### src/rtl/serial_frame_receiver_if.sv
`default_nettype none
// ============================================================================
// Module      : serial_frame_receiver_if
// Description : Bundle of the serial-in / parallel-out signals of the stereo
//               frame receiver.
//               master : drives enable, frame, in_l, in_r; observes the words
//               slave  : the receiver itself (samples the serial lines,
//                        drives data_l, data_r, data_valid, frame_error, busy)
// Revision    : 1.0 - initial release
// ============================================================================
interface serial_frame_receiver_if #(
   parameter int WIDTH = 16
);
   logic             enable;       // bit-slot qualifier
   logic             frame;        // MSB slot marker
   logic             in_l;         // left serial data
   logic             in_r;         // right serial data
   logic [WIDTH-1:0] data_l;       // last complete left word
   logic [WIDTH-1:0] data_r;       // last complete right word
   logic             data_valid;   // one-cycle new-word strobe
   logic             frame_error;  // sticky mid-word frame flag
   logic             busy;         // word partially received

   modport master (
      output enable, frame, in_l, in_r,
      input  data_l, data_r, data_valid, frame_error, busy
   );

   modport slave (
      input  enable, frame, in_l, in_r,
      output data_l, data_r, data_valid, frame_error, busy
   );
endinterface
`default_nettype wire

### src/rtl/serial_frame_receiver.sv
`default_nettype none
// ============================================================================
// Module      : serial_frame_receiver
// Description : Stereo serial deserializer. Assembles one WIDTH-bit word per
//               channel per frame, MSB first, sampled on rising clk edges
//               with enable=1. Publishes data_l/data_r with a one-cycle
//               data_valid strobe on the edge that samples the LSB.
// Ports       : clk   - serial bit clock (rising edge)
//               clear - asynchronous active-high reset
//               bus   - serial_frame_receiver_if.slave (enable, frame,
//                       in_l, in_r in; data_l, data_r, data_valid,
//                       frame_error, busy out)
// Config      : SFR_FRAME_CHECK_EN - when defined, a frame seen mid-word
//               sets the sticky frame_error flag; otherwise frame_error is
//               tied low (the word is still resynchronised).
// Revision    : 1.0 - initial release
// ============================================================================
module serial_frame_receiver #(
   parameter int WIDTH = 16   // must be >= 2
) (
   input  wire logic             clk,
   input  wire logic             clear,
   serial_frame_receiver_if.slave bus
);

   localparam int                 c_cnt_w = $clog2(WIDTH);
   localparam logic [c_cnt_w-1:0] c_last  = c_cnt_w'(WIDTH - 1);
   localparam logic [c_cnt_w-1:0] c_one   = c_cnt_w'(1);

   localparam logic [0:0] c_idle = 1'b0;
   localparam logic [0:0] c_recv = 1'b1;

   logic [0:0]         r_state;
   logic [0:0]         w_next_state;
   logic [c_cnt_w-1:0] r_bit_cnt;
   // The shift registers only hold the WIDTH-1 bits received before the
   // current slot; the current slot's bit completes the word combinationally.
   logic [WIDTH-2:0]   r_shift_l;
   logic [WIDTH-2:0]   r_shift_r;
   logic [WIDTH-1:0]   r_data_l;
   logic [WIDTH-1:0]   r_data_r;
   logic               r_data_valid;
   logic               w_busy;
   logic [WIDTH-1:0]   w_word_l;
   logic [WIDTH-1:0]   w_word_r;
   logic               w_last;
   logic               w_qual_frame;
   logic               w_qual_data;

   assign w_word_l     = {r_shift_l, bus.in_l};
   assign w_word_r     = {r_shift_r, bus.in_r};
   assign w_last       = (r_bit_cnt == c_last);
   assign w_qual_frame = bus.enable & bus.frame;
   assign w_qual_data  = bus.enable & ~bus.frame & (r_state == c_recv);

   // ------------------------------------------------------------------------
   // FSM: state register
   // ------------------------------------------------------------------------
   always_ff @(posedge clk or posedge clear) begin
      if (clear) begin
         r_state <= c_idle;
      end else begin
         r_state <= w_next_state;
      end
   end

   // ------------------------------------------------------------------------
   // FSM: next state
   // ------------------------------------------------------------------------
   always_comb begin
      w_next_state = r_state;
      case (r_state)
         c_idle: begin
            if (w_qual_frame) begin
               w_next_state = c_recv;
            end
         end
         c_recv: begin
            // A mid-word frame restarts the word and stays in RECV.
            if (w_qual_data && w_last) begin
               w_next_state = c_idle;
            end
         end
         default: w_next_state = c_idle;
      endcase
   end

   // ------------------------------------------------------------------------
   // FSM: outputs
   // ------------------------------------------------------------------------
   always_comb begin
      w_busy = (r_state == c_recv);
   end

   // ------------------------------------------------------------------------
   // Datapath: bit counter, shift registers and output words
   // ------------------------------------------------------------------------
   always_ff @(posedge clk or posedge clear) begin
      if (clear) begin
         r_bit_cnt    <= '0;
         r_shift_l    <= '0;
         r_shift_r    <= '0;
         r_data_l     <= '0;
         r_data_r     <= '0;
         r_data_valid <= 1'b0;
      end else begin
         r_data_valid <= 1'b0;
         if (w_qual_frame) begin
            // New MSB, whether from IDLE or as a mid-word restart.
            r_shift_l <= (WIDTH-1)'(bus.in_l);
            r_shift_r <= (WIDTH-1)'(bus.in_r);
            r_bit_cnt <= c_one;
         end else if (w_qual_data) begin
            if (w_last) begin
               r_data_l     <= w_word_l;
               r_data_r     <= w_word_r;
               r_data_valid <= 1'b1;
               r_bit_cnt    <= '0;
            end else begin
               r_shift_l <= w_word_l[WIDTH-2:0];
               r_shift_r <= w_word_r[WIDTH-2:0];
               r_bit_cnt <= r_bit_cnt + c_one;
            end
         end
      end
   end

`ifdef SFR_FRAME_CHECK_EN
   logic r_frame_error;

   always_ff @(posedge clk or posedge clear) begin
      if (clear) begin
         r_frame_error <= 1'b0;
      end else if (w_qual_frame && (r_state == c_recv)) begin
         r_frame_error <= 1'b1;
      end
   end

   assign bus.frame_error = r_frame_error;
`else
   assign bus.frame_error = 1'b0;
`endif

   assign bus.data_l     = r_data_l;
   assign bus.data_r     = r_data_r;
   assign bus.data_valid = r_data_valid;
   assign bus.busy       = w_busy;

endmodule
`default_nettype wire

### src/flat_wrapper.sv
// flat-port wrapper written by rule: the top's interface ports become plain ports
module serial_frame_receiver_flat 
#(
   parameter int WIDTH = 16                  
)
  (clk, clear, bus_enable, bus_frame, bus_in_l, bus_in_r, bus_data_l, bus_data_r, bus_data_valid, bus_frame_error, bus_busy);
  serial_frame_receiver_if #(.WIDTH(WIDTH)) bus_i ();
  input  wire logic clk;
  input  wire logic clear;
  input wire logic [$bits(bus_i.enable)-1:0] bus_enable;
  input wire logic [$bits(bus_i.frame)-1:0] bus_frame;
  input wire logic [$bits(bus_i.in_l)-1:0] bus_in_l;
  input wire logic [$bits(bus_i.in_r)-1:0] bus_in_r;
  output wire logic [$bits(bus_i.data_l)-1:0] bus_data_l;
  output wire logic [$bits(bus_i.data_r)-1:0] bus_data_r;
  output wire logic [$bits(bus_i.data_valid)-1:0] bus_data_valid;
  output wire logic [$bits(bus_i.frame_error)-1:0] bus_frame_error;
  output wire logic [$bits(bus_i.busy)-1:0] bus_busy;
  assign bus_i.enable = bus_enable;
  assign bus_i.frame = bus_frame;
  assign bus_i.in_l = bus_in_l;
  assign bus_i.in_r = bus_in_r;
  assign bus_data_l = bus_i.data_l;
  assign bus_data_r = bus_i.data_r;
  assign bus_data_valid = bus_i.data_valid;
  assign bus_frame_error = bus_i.frame_error;
  assign bus_busy = bus_i.busy;
  serial_frame_receiver #(.WIDTH(WIDTH)) u_core (.clk(clk), .clear(clear), .bus(bus_i));
endmodule
### config.mk
export PLATFORM = sky130hd
export DESIGN_NAME = serial_frame_receiver_flat
export DESIGN_NICKNAME = d
export VERILOG_FILES = /design/src/rtl/serial_frame_receiver_if.sv /design/src/rtl/serial_frame_receiver.sv /design/src/flat_wrapper.sv
export SDC_FILE = /design/constraint.sdc
export NUM_CORES = 1
export LEC_CHECK = 0
export CAP_MARGIN = 20
export CORE_ASPECT_RATIO = 2
export CORE_MARGIN = 1
export CORE_UTILIZATION = 50
export CTS_BUF_LIST = sky130_fd_sc_hd__clkbuf_4
export CTS_CLUSTER_DIAMETER = 100
export CTS_CLUSTER_SIZE = 16
export DETAILED_ROUTE_END_ITERATION = 16
export PLACE_DENSITY_LB_ADDON = 0.1
export SLEW_MARGIN = 20
export SYNTH_ARGS = -nofsm -noshare
export SYNTH_HDL_FRONTEND = slang
export SYNTH_SLANG_ARGS = --single-unit
### constraint.sdc
create_clock -name clk -period 2.25 [get_ports clk]
set_input_delay 0.45 -clock clk [delete_from_list [all_inputs] [get_ports clk]]
set_output_delay 0.45 -clock clk [all_outputs]
set_load 0.05 [all_outputs]
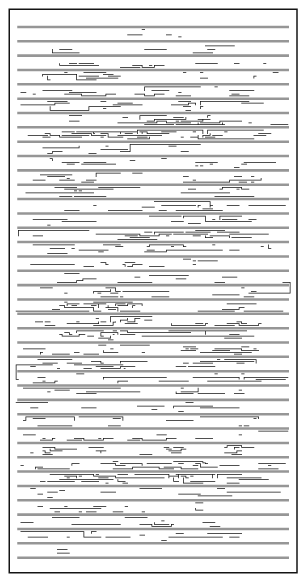
(images/m1.png)
Supply wires on this layer in grey.
longest straight run: 21.2 um
nets with wire on the layer: 215
main direction: horizontal
share of all routed wire: 38%

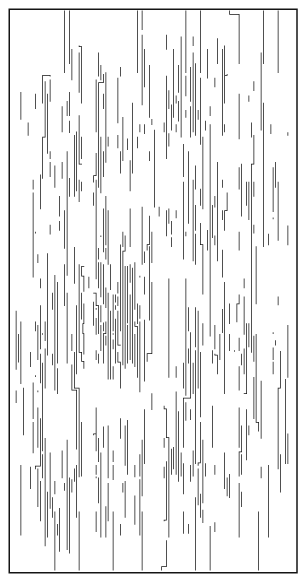
(images/m2.png)
share of all routed wire: 56%
longest straight run: 40.1 um
wire length on this layer: 2750 um
main direction: vertical

==> summary.txt <==
run results: Synth Seq Share 62.2%, CP Cell Sequence clkdlybuf4s50_1, min Tclk post-route approximately 2000 ps, worst path arrival time 1590 ps, unrepaired setup endpoints after global routing false, tool warnings 26, most frequent logic cell in the layout dfrtp_1, Hold Crit Class input port to asynchronous set/reset pin, WL per Instance 15.9 um, Area Overhead vs Synth 22.5%, global-route wire length before repair 8420 um, # IOs 41, Inverters 3, Final Max Slew Viols 0, final global-route overflow total 0, height of the die 107 um, FP Core Util a little over half, area fraction in mux cells 24.3%, hold_buf cts 0, Synth top area share 62.2%, Logic Gate Count 118, Layout clock buffers 10, Startpoint Class flop, CTS HTree Levels 3, worst vdd ir 0.535 mV, multi-input combinational area share between 20% and 30%, Via density 5.47, Tcrit/Tclk final between 90% and 100%, Non-clock buffering overhead 14.6%, Setup crit end bus_data_r[0], Complex Gates by Area 2.70%, Gate Area 943 um2, Critical Path RT 1800 ps, Final #Nets between 200 and 300, Iteration-0 DRC Markers 35, largest net degree at the start of global routing 35, Post-DP HPWL around 3500 um, CP max FO 2, Seq cells 68, Worst Reg-to-Reg Cells 5, Synth flops 68, PortBufs 39, Total Power between 2 and 2.5 mW, dpl cell area 3220 um2, Util after Layout 64.6%, Commonest flop dfrtp_1, DRC errors left 0, chip area estimate from yosys synthesis 2730 um2, Top Layout Cells dfrtp_1 (68), clkdlybuf4s50_1 (38), nand2_1 (32), mux2_2 (32), mux2i_1 (28), core outline area 5180 um2, worst slack, placed 73.0 ps, CTS resizes 0, adder share 0.458%, outcome complete, no violations, max cap viols 0
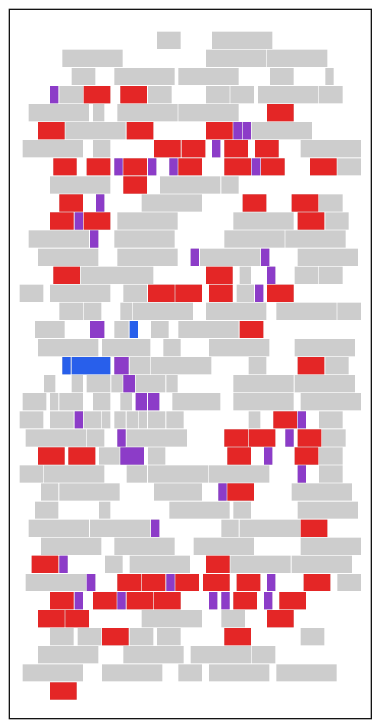
(images/gates.png)
[purple] nand cells | cells: 38 | most used: nand2_1
[blue] nor cells | cells: 3 | most used: nor2_1
[red] mux cells | cells: 62 | most used: mux2_2 | where: spread over the die

## where the power goes
group,internal (mW),total [mW],switching (mW)
combinational,0.0706,0.174,0.103
clock,0.342,0.753,0.411
sequential,1.26,1.30,0.0342
## cells in the mapped netlist, drive strengths merged (2+ instances only)
library cell / instances
o21ai: 3
a21oi: 4
inv: 3
nor2: 2
mux2i: 28
buf: 12
nand3: 4
mux2: 34
dfrtp: 68
nand2: 33
## per-layer routing
metal	up-vias	GRT usage (%)	routed length (um)
met1	860	23.4	1880
li1	782	-	-
met2	47	34.0	2750
met3	7	6.52	214
met5	-	0	0
met4	0	9.16	83
Power and IR drop assume default switching activity.
